Fig. 1: run 1, I/O nets highlighted
(2 px per um)
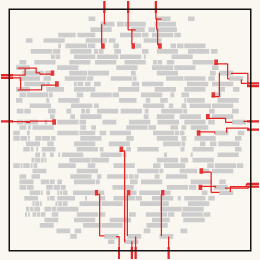
Fig. 2: run 1, routed metal, one colour a layer
(2 px per um) Only two layers are drawn.
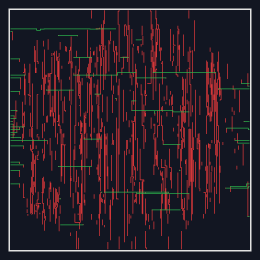
Fig. 3: run 1, pin placement
(4 px per um) Pins as bars across the die edge, other pins in grey.
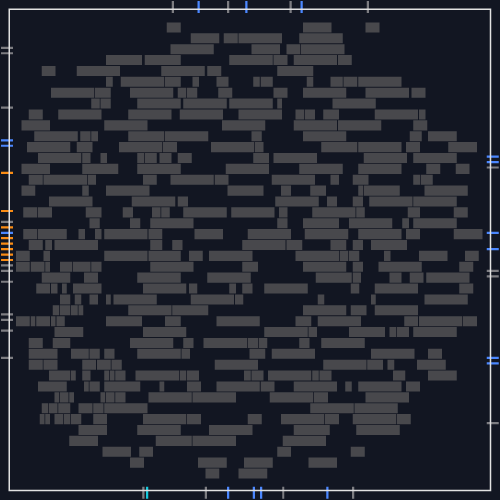
Fig. 4: run 1, placement view
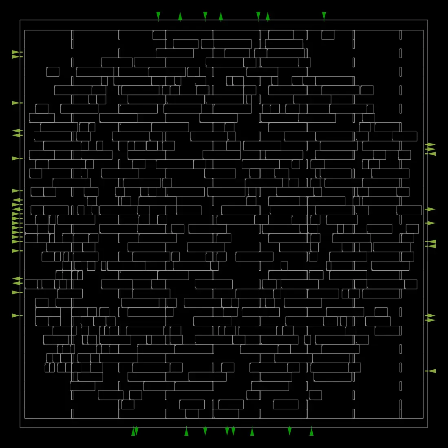
`src/rtl/toeplitz_vec_buf.sv`:
```
// Stores ROW+COL-1 generator words of a Toeplitz matrix and serves them by address to a consumer.
// Zero-latency read in SERVE; loading is blocked (in_ready low) from the last word until the consumer finishes.
module toeplitz_vec_buf #(
   parameter int ROW   = 4,
   parameter int COL   = 4,
   parameter int WIDTH = 16,
   parameter int ADDR  = 8
) (
   input  logic             clk,
   input  logic             rst,
   input  logic [WIDTH-1:0] in_data,
   input  logic             in_valid,
   output logic             in_ready,
   output logic             start,
   input  logic             rd,
   input  logic [ADDR-1:0]  addr,
   output logic [WIDTH-1:0] data,
   output logic             busy,
   output logic             err
);

   localparam int DEPTH = ROW + COL - 1;
   localparam int PW    = (DEPTH > 1) ? $clog2(DEPTH) : 1;
   // One extra bit so the range check never wraps regardless of ADDR.
   localparam logic [ADDR:0] DEPTH_X = (ADDR + 1)'(DEPTH);

   typedef enum logic [1:0] {LOAD, ARM, SERVE} state_t;

   state_t           state;
   state_t           state_next;
   logic [WIDTH-1:0] mem [DEPTH];
   logic [PW-1:0]    wptr;
   logic             rd_seen;
   logic             xfer;
   logic             last;
   logic             oob;

   assign in_ready = (state == LOAD);
   assign busy     = (state != LOAD);
   assign xfer     = in_valid && in_ready;
   assign last     = (wptr == PW'(DEPTH - 1));
   assign oob      = ({1'b0, addr} >= DEPTH_X);

   always_comb begin
      state_next = state;
      case (state)
         LOAD:    if (xfer && last) state_next = ARM;
         ARM:     state_next = SERVE;
         SERVE:   if (rd_seen && !rd) state_next = LOAD;
         default: state_next = LOAD;
      endcase
   end

   always_ff @(posedge clk) begin
      if (rst) begin
         state   <= LOAD;
         wptr    <= '0;
         rd_seen <= 1'b0;
         start   <= 1'b0;
         err     <= 1'b0;
      end else begin
         state <= state_next;
         start <= xfer && last;
         if (xfer) wptr <= last ? '0 : wptr + PW'(1);
         if (state == SERVE) begin
            if (rd && oob) err <= 1'b1;
            if (rd_seen && !rd) rd_seen <= 1'b0;
            else if (rd)        rd_seen <= 1'b1;
         end
      end
   end

   // Storage has no reset; reset only suppresses a coincident write.
   always_ff @(posedge clk) begin
      if (xfer && !rst) mem[wptr] <= in_data;
   end

   always_comb begin
      data = '0;
      if (state == SERVE && !oob) data = mem[addr[PW-1:0]];
   end

endmodule
```
`config.mk`:
```
export PLATFORM = sky130hd
export DESIGN_NAME = toeplitz_vec_buf
export DESIGN_NICKNAME = d
export VERILOG_FILES = /design/src/rtl/toeplitz_vec_buf.sv
export SDC_FILE = /design/constraint.sdc
export NUM_CORES = 1
export LEC_CHECK = 0
export ABC_CLOCK_PERIOD_IN_PS = 4000
export CORE_UTILIZATION = 35
export DETAILED_ROUTE_END_ITERATION = 10
export PLACE_DENSITY_LB_ADDON = 0.12
export SLEW_MARGIN = 20
export SYNTH_ARGS = -nofsm -noshare
export SYNTH_HDL_FRONTEND = slang
export SYNTH_SLANG_ARGS = --single-unit
```
`constraint.sdc`:
```
create_clock -name clk -period 4 [get_ports clk]
set_input_delay 0.8 -clock clk [delete_from_list [all_inputs] [get_ports clk]]
set_output_delay 0.8 -clock clk [all_outputs]
set_load 0.05 [all_outputs]
```
==> flow_summary.ini, run 1 <==
; flow metrics
[placed_design]
placedCellCount = 513
dp_hpwl_um = 5980

[timing]
fin_tns_setup_ps = 0
setup_violations = 0
drv_slew = 0
max_freq_ghz = 0.275
final-hold-violation-count = 0

[logic_synthesis]
syn_area_um2 = 4870
netlist_top_cells_area = edfxtp_1 69%, mux2i_1 6.2%, mux2_2 3.7%
yosysWarnings = 0
ys_sh_simple_pct = 6.35
ys_sh_aoi_pct = 8.07
async_flop_share_pct = 0
common_cells = 112 x edfxtp_1, 30 x mux2i_1, 22 x nand2b_1, 21 x a21oi_1
logic_family = multiplexers
ys_cells = 293
top_cell = edfxtp_1
synth_area_leader_cell = edfxtp_1

[power]
p_leak_nw = 2.15
power_density_nw_per_um2 = 486
power_frac_comb_pct = 4.6
clock_power_share_pct = 49.8
switching_power_mw = 0.587
p_comb_mw = 0.140
top_power_group = the clock network

[routing]
firstDrtPassIters = 4
ant_nets = 0

[setup_path]
cp_num_buf_inv = 3
cp.depth = 6
crit_path_end_kind = output port
worstReg2RegEnd = mem[1][2]$_DFFE_PP_
critPathKind = input port to output port
crit_path_end = data[8]

[floorplanning]
dieArea_um2 = 14400
core_util_floorplan_pct = 36.3

[cells_and_area]
final_cell_area_um2 = 6310
drive_above_1_share_pct = 22.0
final-nonclk-buf-share_pct = 11.8
seq-cell-share_pct = 55.9
comb_cells = 153
n_clock_buffer = 18

[clock_tree]
postCtsSetupBuffers = 0
numCtsBuffers = 17
root_buffer = clkbuf_16

[status]
status = completed

[hold_path]
hold_path_class = flop to flop

[job]
drv_cap = 0
warnings = 26

[global_route]
grt_pass1_wl_um = 16100
Back to the opening pictures, Fig. 1:
Key: red = `data` [bits 16, direction output, end cells 16, buffers 16, wire 430 um]
input/output buffers: 47
IO Pins: 48

Back to the opening pictures, Fig. 2:
Key: red = metal 2 [wire length 4850 um]; green = metal 3 [wire length 490 um]
WL per Instance: 18.1 um
Total Routed Length: 9870 um
vias after detailed routing: 2689
gr usage total: 15.6%

Back to the opening pictures, Fig. 3:
Key: orange = `addr` [pins 8, direction input, edge left]; cyan = `start` [pins 1, direction output, edge bottom]; blue = `data` [pins 16, direction output, edge 6 right, 4 bottom, 3 left, 3 top]
All pins by edge: 22 left, 10 right, 9 bottom, 7 top.
Die Width: 120 um
die y size: 120 um

Back to the opening pictures, Fig. 4:
tap cells: 176
Flops: 120
filler cell count: 1175
core area: 13400 um2
# rows: 42

run 1: cells in the final DEF (no fill, tap or decap), types with 2 or more instances in the layout:
master,netlist,routed
edfxtp_1,112,112
mux2i_1,30,30
clkdlybuf4s50_1,0,30
nand2b_1,22,22
a21oi_1,21,21
clkbuf_16,0,17
buf_12,1,17
mux2_2,16,16
o211ai_1,16,16
o22a_1,15,15
buf_4,1,13
dfxtp_1,8,8
nor2_1,6,6
nand2_1,5,5
clkinv_2,0,5
bufinv_16,0,4
clkinv_1,0,4
inv_1,3,3
and4b_1,3,3
nor3_2,0,2
run 1: per-layer routing:
metal / vias up / routed length [um] / track usage (%)
met4: 0 / 218 / 8.28
met3: 18 / 490 / 4.71
li1: 1280 / - / -
met2: 67 / 4850 / 24.6
met5: - / 0 / 0
met1: 1324 / 4310 / 19.1
==> run 1 -> run 2 <==
--- a/config.mk
+++ b/config.mk
@@ -7,6 +7,7 @@
 export LEC_CHECK = 0
 export ABC_CLOCK_PERIOD_IN_PS = 4000
 export CORE_UTILIZATION = 35
+export CTS_CLUSTER_SIZE = 28
 export DETAILED_ROUTE_END_ITERATION = 10
 export PLACE_DENSITY_LB_ADDON = 0.12
 export SLEW_MARGIN = 20
==> flow_summary.ini, run 2 <==
; flow metrics
[status]
status = completed

[logic_synthesis]
async_flop_share_pct = 0
syn_area_um2 = 4870
common_cells = 112 x edfxtp_1, 30 x mux2i_1, 22 x nand2b_1, 21 x a21oi_1
netlist_top_cells_area = edfxtp_1 69%, mux2i_1 6.2%, mux2_2 3.7%
yosysWarnings = 0
ys_cells = 293
top_cell = edfxtp_1
synth_area_leader_cell = edfxtp_1

[global_route]
grtUsageMet2_pct = 24.6
grtUsageMet3_pct = 4.71
grt.met1_usage_pct = 19.1

[timing]
final-hold-violation-count = 0
setup_violations = 0
drv_slew = 0
max_freq_ghz = 0.275

[setup_path]
crit_path_end = data[8]
crit_path_end_kind = output port
cp_num_buf_inv = 3

[clock_tree]
root_buffer = clkbuf_16
numCtsBuffers = 17
postCtsSetupBuffers = 0

[job]
drv_cap = 0
warnings = 26

[floorplanning]
die_h_um = 120
dieArea_um2 = 14400
io_pins = 48
fp-row-count = 42
fp.dieW_um = 120
core_util_floorplan_pct = 36.3

[routing]
route.met3.wl_um = 490
wl_um = 9870
routedWlPerCell_um = 18.1
ant_nets = 0
maxUsedRoutingLayer = met4
wl_met2_um = 4850
firstDrtPassIters = 4

[power]
p_leak_nw = 2.15
power_density_nw_per_um2 = 486

[hold_path]
hold_path_class = flop to flop
[run 2: cell families (layout without fill, tap and decap cells)]
| family | count (synthesis) | in the layout | share of synthesized area [%] |
|---|---|---|---|
| mux | 47 | 47 | 10.3 |
| simple gates | 49 | 49 | 6.35 |
| buf+inv | 20 | 95 | 2.90 |
| compound gates | 57 | 57 | 8.07 |
| flops | 120 | 120 | 72.4 |
[run 2: layout make-up]
type,instances,area (um2)
inverters,3,11.3
clock inverters,13,160
clock buffers,18,429
flip-flops and latches,120,3520
well taps,176,220
repair buffers,61,743
multi-input cells,153,1220
fillers,1175,7090
[run 2: power by group]
part	switching [mW]	leakage (nW)	internal, mW	total [mW]
registers	0.00639	1.08	1.39	1.40
clock network	0.506	0.293	1.02	1.53
logic	0.0755	0.775	0.0642	0.140
total	0.587	2.15	2.48	3.06
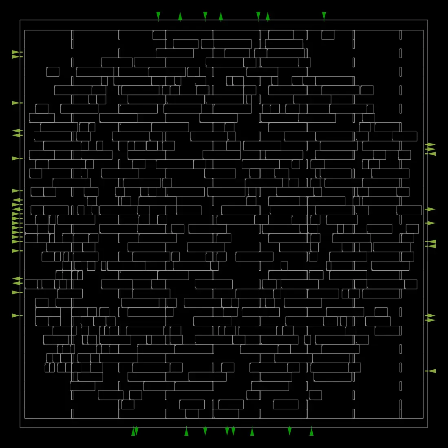
Fig. 5. Placement view (run 2).
final core utilization: 47.1%
flop share of the area: 55.9%
Post-Layout Cell Count: 544

==> run 2 -> run 3 <==
--- a/config.mk
+++ b/config.mk
@@ -5,7 +5,7 @@
 export SDC_FILE = /design/constraint.sdc
 export NUM_CORES = 1
 export LEC_CHECK = 0
-export ABC_CLOCK_PERIOD_IN_PS = 4000
+export ABC_CLOCK_PERIOD_IN_PS = 4400
 export CORE_UTILIZATION = 35
 export CTS_CLUSTER_SIZE = 28
 export DETAILED_ROUTE_END_ITERATION = 10
==> constraint.sdc (replaced) <==
create_clock -name clk -period 4.4 [get_ports clk]
set_input_delay 0.88 -clock clk [delete_from_list [all_inputs] [get_ports clk]]
set_output_delay 0.88 -clock clk [all_outputs]
set_load 0.05 [all_outputs]
==> flow_summary.ini, run 3 <==
; flow metrics
[cells_and_area]
buffers = 59
final-instance-count-excl-fill = 542
final-nonclk-buf-share_pct = 11.7
sh_comb_area_pct = 19.7
n_fill_cell = 1191
register_area_um2 = 3520
largest_cell_class = flip-flops and latches
comb_cells = 153
nNonClkInverters = 3
n_clock_buffer = 25
ff_count = 120
clkCellAreaFrac_pct = 8.16
seq-cell-share_pct = 56.7
final-comb-area_um2 = 1220
utilization_pct = 46.3

[status]
status = completed

[global_route]
antenna_found_initial = 0
grtUsageMet2_pct = 24.7
grtUsageMet3_pct = 4.47

[floorplanning]
core_util_floorplan_pct = 36.3
taps = 176
fp-row-count = 42
dieArea_um2 = 14400
die_h_um = 120

[logic_synthesis]
synth_area_leader_cell = edfxtp_1
ys_sh_mux_pct = 10.3
adder_share_pct = 0
async_flop_share_pct = 0
ys_sh_simple_pct = 6.35
ys_sh_xor_pct = 0
yosysWarnings = 0
ys_sh_aoi_pct = 8.07
common_cells = 112 x edfxtp_1, 30 x mux2i_1, 22 x nand2b_1, 21 x a21oi_1
edf_count = 112
ys_cells = 293
netlist_top_cells_area = edfxtp_1 69%, mux2i_1 6.2%, mux2_2 3.7%
logic_family = multiplexers
syn_area_um2 = 4870

[hold_path]
hold_path_class = flop to flop

[setup_path]
crit_path_end_kind = output port
crit_path_end = data[7]

[timing]
setup_violations = 0
drv_slew = 0

[routing]
maxUsedRoutingLayer = met4
ant_nets = 0
wl_met2_um = 4870
route.met3.wl_um = 435
drcViolationCount = 0

[job]
drv_cap = 0

[clock_tree]
root_buffer = clkbuf_16
[run 3: critical path, delay by kind of cell]
| family | cells | cell delay, ps |
|---|---|---|
| AND/OR/NAND/NOR | 1 | 480 |
| AND-OR/OR-AND | 2 | 480 |
| buffers and inverters | 3 | 1120 |
[run 3: logic make-up (layout without fill, tap and decap cells)]
| kind of cell | count (synthesis) | after routing |
|---|---|---|
| AOI/OAI and AO/OA | 57 | 57 |
| buffers and inverters | 20 | 93 |
| DFF | 120 | 120 |
| muxes | 47 | 47 |
| and+or+nand+nor | 49 | 49 |
[run 3: where the power goes]
part / total (mW) / switching, mW / internal, mW / leakage (nW)
clock: 1.19 / 0.430 / 0.762 / 0.246
combinational: 0.127 / 0.0686 / 0.0579 / 0.764
sequential: 1.27 / 0.00568 / 1.27 / 1.08
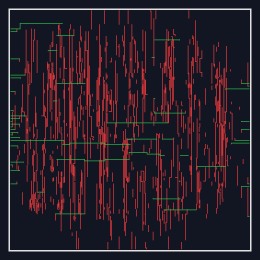
Fig. 6. Routed metal, one colour a layer (run 3).
(2 px per um) Only two layers are drawn.
Key: red = metal 2 [wire length 4870 um]; green = metal 3 [wire length 435 um]
Total Routed Length: 9790 um
WL per Instance: 18.1 um
gr usage total: 15.2%
vias after detailed routing: 2693

Power figures rest on the tool's default switching activity, not on a simulated workload.
